**src/rtl/spi_frame_rx.sv**
```systemverilog
// Oversampling SPI (mode 0) slave front end: decodes write/read frames into register strobes.
// Define SPI_GLITCH_FILTER_EN to add a third sync stage and a 2-sample agreement filter on sclk/cs.
module spi_frame_rx #(
  parameter int unsigned ADDR_W = 8,
  parameter logic [7:0]  WR_CMD = 8'hF0,
  parameter logic [7:0]  RD_CMD = 8'h0F
) (
  input  logic              clk,
  input  logic              rst_n,
  input  logic              spi_sclk,
  input  logic              spi_cs,
  input  logic              spi_mosi,
  output logic              spi_miso,
  output logic              reg_wr_en,
  output logic [ADDR_W-1:0] reg_addr,
  output logic [7:0]        reg_wdata,
  output logic              reg_rd_req,
  input  logic [7:0]        reg_rdata,
  output logic              frame_err
);

`ifdef SPI_GLITCH_FILTER_EN
  localparam int unsigned PipeW = 4;
`else
  localparam int unsigned PipeW = 3;
`endif

  typedef enum logic [2:0] {
    StIdle, StCmd, StAddrW, StWdata, StAddrR, StRdata, StDiscard
  } state_e;

  logic [PipeW-1:0] sclk_pipe_q, cs_pipe_q;
  logic [1:0]       mosi_pipe_q;
  logic             sclk_rise, sclk_fall, cs_rise, cs_fall;

  // cs chain resets high so a cs already asserted across reset is not seen as a new frame.
  always_ff @(posedge clk or negedge rst_n) begin
    if (!rst_n) begin
      sclk_pipe_q <= '0;
      cs_pipe_q   <= '1;
      mosi_pipe_q <= '0;
    end else begin
      sclk_pipe_q <= {sclk_pipe_q[PipeW-2:0], spi_sclk};
      cs_pipe_q   <= {cs_pipe_q[PipeW-2:0], spi_cs};
      mosi_pipe_q <= {mosi_pipe_q[0], spi_mosi};
    end
  end

`ifdef SPI_GLITCH_FILTER_EN
  logic sclk_filt_q, cs_filt_q;
  logic sclk_acc, cs_acc;

  always_comb begin
    sclk_acc  = (sclk_pipe_q[2] == sclk_pipe_q[3]) && (sclk_pipe_q[2] != sclk_filt_q);
    cs_acc    = (cs_pipe_q[2] == cs_pipe_q[3]) && (cs_pipe_q[2] != cs_filt_q);
    sclk_rise = sclk_acc & sclk_pipe_q[2];
    sclk_fall = sclk_acc & ~sclk_pipe_q[2];
    cs_rise   = cs_acc & cs_pipe_q[2];
    cs_fall   = cs_acc & ~cs_pipe_q[2];
  end

  always_ff @(posedge clk or negedge rst_n) begin
    if (!rst_n) begin
      sclk_filt_q <= 1'b0;
      cs_filt_q   <= 1'b1;
    end else begin
      if (sclk_acc) sclk_filt_q <= sclk_pipe_q[2];
      if (cs_acc)   cs_filt_q   <= cs_pipe_q[2];
    end
  end
`else
  always_comb begin
    sclk_rise = sclk_pipe_q[1] & ~sclk_pipe_q[2];
    sclk_fall = ~sclk_pipe_q[1] & sclk_pipe_q[2];
    cs_rise   = cs_pipe_q[1] & ~cs_pipe_q[2];
    cs_fall   = ~cs_pipe_q[1] & cs_pipe_q[2];
  end
`endif

  state_e     state_q;
  logic [2:0] bit_cnt_q;
  logic [7:0] shift_q, tx_q;
  logic       rd_cap_q;
  logic       byte_done;
  logic [7:0] byte_val;

  always_comb begin
    byte_val  = {shift_q[6:0], mosi_pipe_q[1]};
    byte_done = sclk_rise && (bit_cnt_q == 3'd7);
  end

  always_ff @(posedge clk or negedge rst_n) begin
    if (!rst_n) begin
      state_q    <= StIdle;
      bit_cnt_q  <= '0;
      shift_q    <= '0;
      tx_q       <= '0;
      rd_cap_q   <= 1'b0;
      spi_miso   <= 1'b0;
      reg_wr_en  <= 1'b0;
      reg_addr   <= '0;
      reg_wdata  <= '0;
      reg_rd_req <= 1'b0;
      frame_err  <= 1'b0;
    end else begin
      reg_wr_en  <= 1'b0;
      reg_rd_req <= 1'b0;
      frame_err  <= 1'b0;
      rd_cap_q   <= reg_rd_req;
      if (rd_cap_q) tx_q <= reg_rdata;
      if (reg_wr_en) reg_addr <= reg_addr + 1'b1;

      if (cs_fall) begin
        // cs loss wins over any byte completing in the same cycle.
        state_q   <= StIdle;
        bit_cnt_q <= '0;
        spi_miso  <= 1'b0;
      end else if (state_q == StIdle) begin
        spi_miso <= 1'b0;
        if (cs_rise) begin
          state_q   <= StCmd;
          bit_cnt_q <= '0;
        end
      end else begin
        if (sclk_rise) begin
          shift_q   <= byte_val;
          bit_cnt_q <= bit_cnt_q + 3'd1;
        end
        case (state_q)
          StCmd: if (byte_done) begin
            if (byte_val == WR_CMD) begin
              state_q <= StAddrW;
            end else if (byte_val == RD_CMD) begin
              state_q <= StAddrR;
            end else begin
              state_q   <= StDiscard;
              frame_err <= 1'b1;
            end
          end
          StAddrW: if (byte_done) begin
            reg_addr <= byte_val[ADDR_W-1:0];
            state_q  <= StWdata;
          end
          StWdata: if (byte_done) begin
            reg_wr_en <= 1'b1;
            reg_wdata <= byte_val;
          end
          StAddrR: if (byte_done) begin
            reg_addr   <= byte_val[ADDR_W-1:0];
            reg_rd_req <= 1'b1;
            state_q    <= StRdata;
          end
          StRdata: begin
            if (sclk_fall) begin
              spi_miso <= tx_q[7];
              tx_q     <= {tx_q[6:0], 1'b0};
            end
            if (byte_done) begin
              reg_addr   <= reg_addr + 1'b1;
              reg_rd_req <= 1'b1;
            end
          end
          default: ;
        endcase
      end
    end
  end

endmodule

```
**config.mk**
```make
export PLATFORM = sky130hd
export DESIGN_NAME = spi_frame_rx
export DESIGN_NICKNAME = d
export VERILOG_FILES = /design/src/rtl/spi_frame_rx.sv
export SDC_FILE = /design/constraint.sdc
export NUM_CORES = 1
export LEC_CHECK = 0
export ABC_CLOCK_PERIOD_IN_PS = 2600
export CAP_MARGIN = 25
export CORE_MARGIN = 2
export CORE_UTILIZATION = 50
export DETAILED_ROUTE_END_ITERATION = 10
export GPL_ROUTABILITY_DRIVEN = 0
export GPL_TIMING_DRIVEN = 0
export MAX_ROUTING_LAYER = met4
export PLACE_DENSITY = 0.75
export SYNTH_ARGS = -nofsm -noshare
export SYNTH_HDL_FRONTEND = slang
export SYNTH_SLANG_ARGS = --single-unit
```
**constraint.sdc**
```tcl
create_clock -name clk -period 2.6 [get_ports clk]
set_clock_uncertainty 0.15 [all_clocks]
set_input_delay 0.52 -clock clk [delete_from_list [all_inputs] [get_ports clk]]
set_output_delay 0.52 -clock clk [all_outputs]
set_load 0.01 [all_outputs]
```
**Cells coloured by class**

Fill, decap, tap and diode cells in grey.
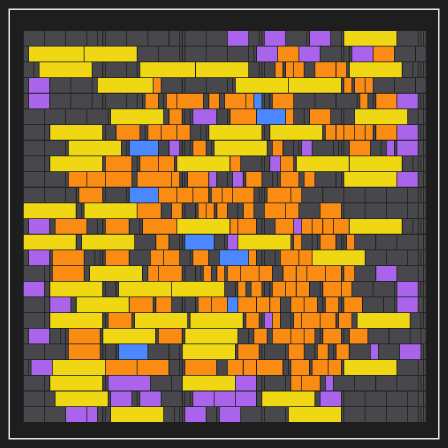
- blue: clock drivers and dummy loads (cells 8; share of their area 3.1%)
- yellow: flops (cells 50; share of their area 43%)
- orange: all other logic (cells 153; share of their area 40%)
- purple: other buffers and delay cells (cells 46; share of their area 14%)
proportion of cell area occupied by registers: 41.97%
final non-filler cell area: 2990 um2

**Signal wires by layer**

Bar = 20 um. Two of the layers only.
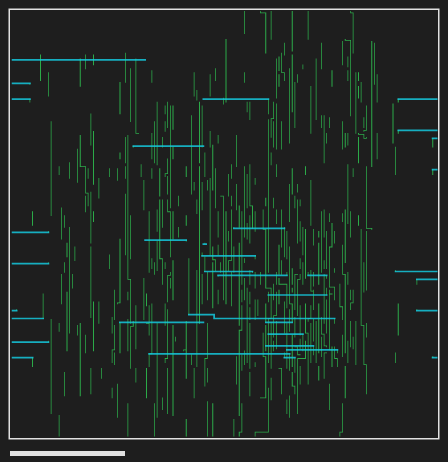
- green: met2 (wire length 2,040 um)
- cyan: met3 (wire length 263 um)
total track usage: 19.68%
drt wl/cell: 14.65 um
sum of routed wire length over all layers: 4747 um

==> CHANGELOG.md <==
## Flow update

- Data arrival time of the worst path: 2.46 ns
- CP cell instances: inv_1 > ha_1 > buf_6 > and4bb_4 > nand2_4 > nor3_4 > mux2_4
- Power density relative to cell area: 614.4 nW/um2
- Hold Crit Class: register to register
- Portion of the post-synthesis area used by sequential elements: 50.81%
- Number of setup buffers added after CTS: 0
- CP delay by family, top: simple AND/OR/NAND/NOR gates
- Slowest stage cell, crit path: sky130_fd_sc_hd__dfstp_2
- Outcome: completed
- Via-per-instance ratio: 5.596
- Number of nets in the layout: 273
- Area reported by Yosys stat: 2470 um2
- Antenna Diode Count: 0
- Biggest area consumer among synthesized cells: sky130_fd_sc_hd__dfrtp_1
- TritonCTS Sinks: 50
- Number of gates on the worst path with buffers counted: 7
- TritonCTS clock tree: built
- 1st-iter DRT viols: 159
- Largest net degree at the start of global routing: 40
- Number of inserted filler cells in the final layout: 403
- Average cell area after synthesis: 11.49 um2
- Yosys warning tally: 0
- # DRC: 0
- Final Max Tran Viols: 0
- Xor/xnor share of the synthesized area: 2.837%
- Switching Share: 31.14%
- Core Box Area: 4755 um2
- Clock buffer depth: 2
- Die outline width: 74.29 um
- Top-level port count: 33
- Worst Reg2Reg Path Length in Cells: 7
**Signal metal coverage by tile**

Bar = 20 um. The die is cut into 15 by 15 equal tiles; black is low, pale yellow is high, scaled to the fullest tile. Values are wire area over tile area, all layers added.
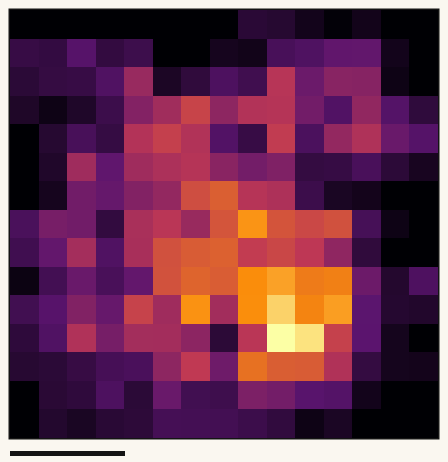
- emptiest ninth of the die: upper left
- tiles over half the peak: 16%
- densest ninth of the die: centre
- mean over tiles: 0.14
- nearly empty tiles: 14%
- fullest tile: 0.51
vias after detailed routing: 1,813

**Where the registers sit**

Other sequential cells in the stronger grey, the rest of the logic in the fainter grey.
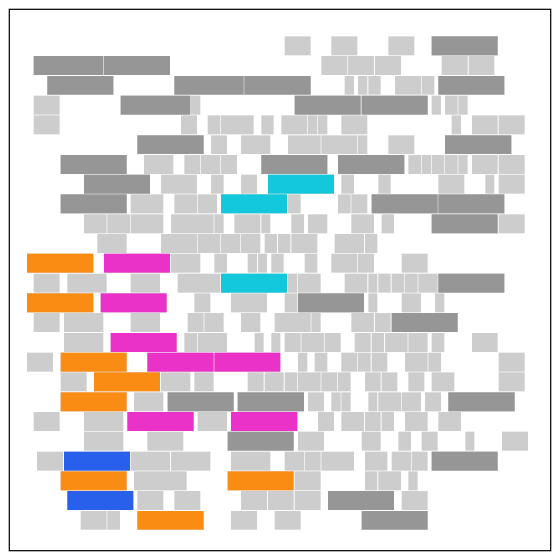
- blue: `mosi_pipe_q` (placed flops 2)
- magenta: `shift_q` (placed flops 7)
- cyan: `state_q` (placed flops 3)
- orange: `reg_wdata` (placed flops 8)
- not coloured: 30
sequential logic power: 967 uW
final core utilization: 62.89%
storage element area: 1255 um2

repair_timing:
item                      4_1_cts  5_1_grt
hold buffers                    1        0
hold endpoints to repair       11        0
resized                         0        0
final cells by class:
cell class | count | area, um2 | share of cell area [%]
buffer | 12 | 58.81 | 1.967
clock buffer | 7 | 86.33 | 2.887
clock inverter | 1 | 5.005 | 0.1674
inverter | 6 | 22.52 | 0.7531
multi-input combinational | 147 | 1134 | 37.91
sequential | 50 | 1255 | 41.97
tap | 67 | 83.83 | 2.803
timing repair buffer | 34 | 345.3 | 11.55
power groups by stage:
stage          combinational, mW  sequential (mW)  clock, mW
2_1_floorplan              0.308            0.940          0
3_3_place_gp               0.386            0.975          0
3_5_place_dp               0.401            0.980          0
4_1_cts                    0.406            0.966      0.480
5_1_grt                    0.456            0.981      0.508
6_report                   0.403            0.967      0.467
No activity file was given, so power comes from the tool's default toggle rates.
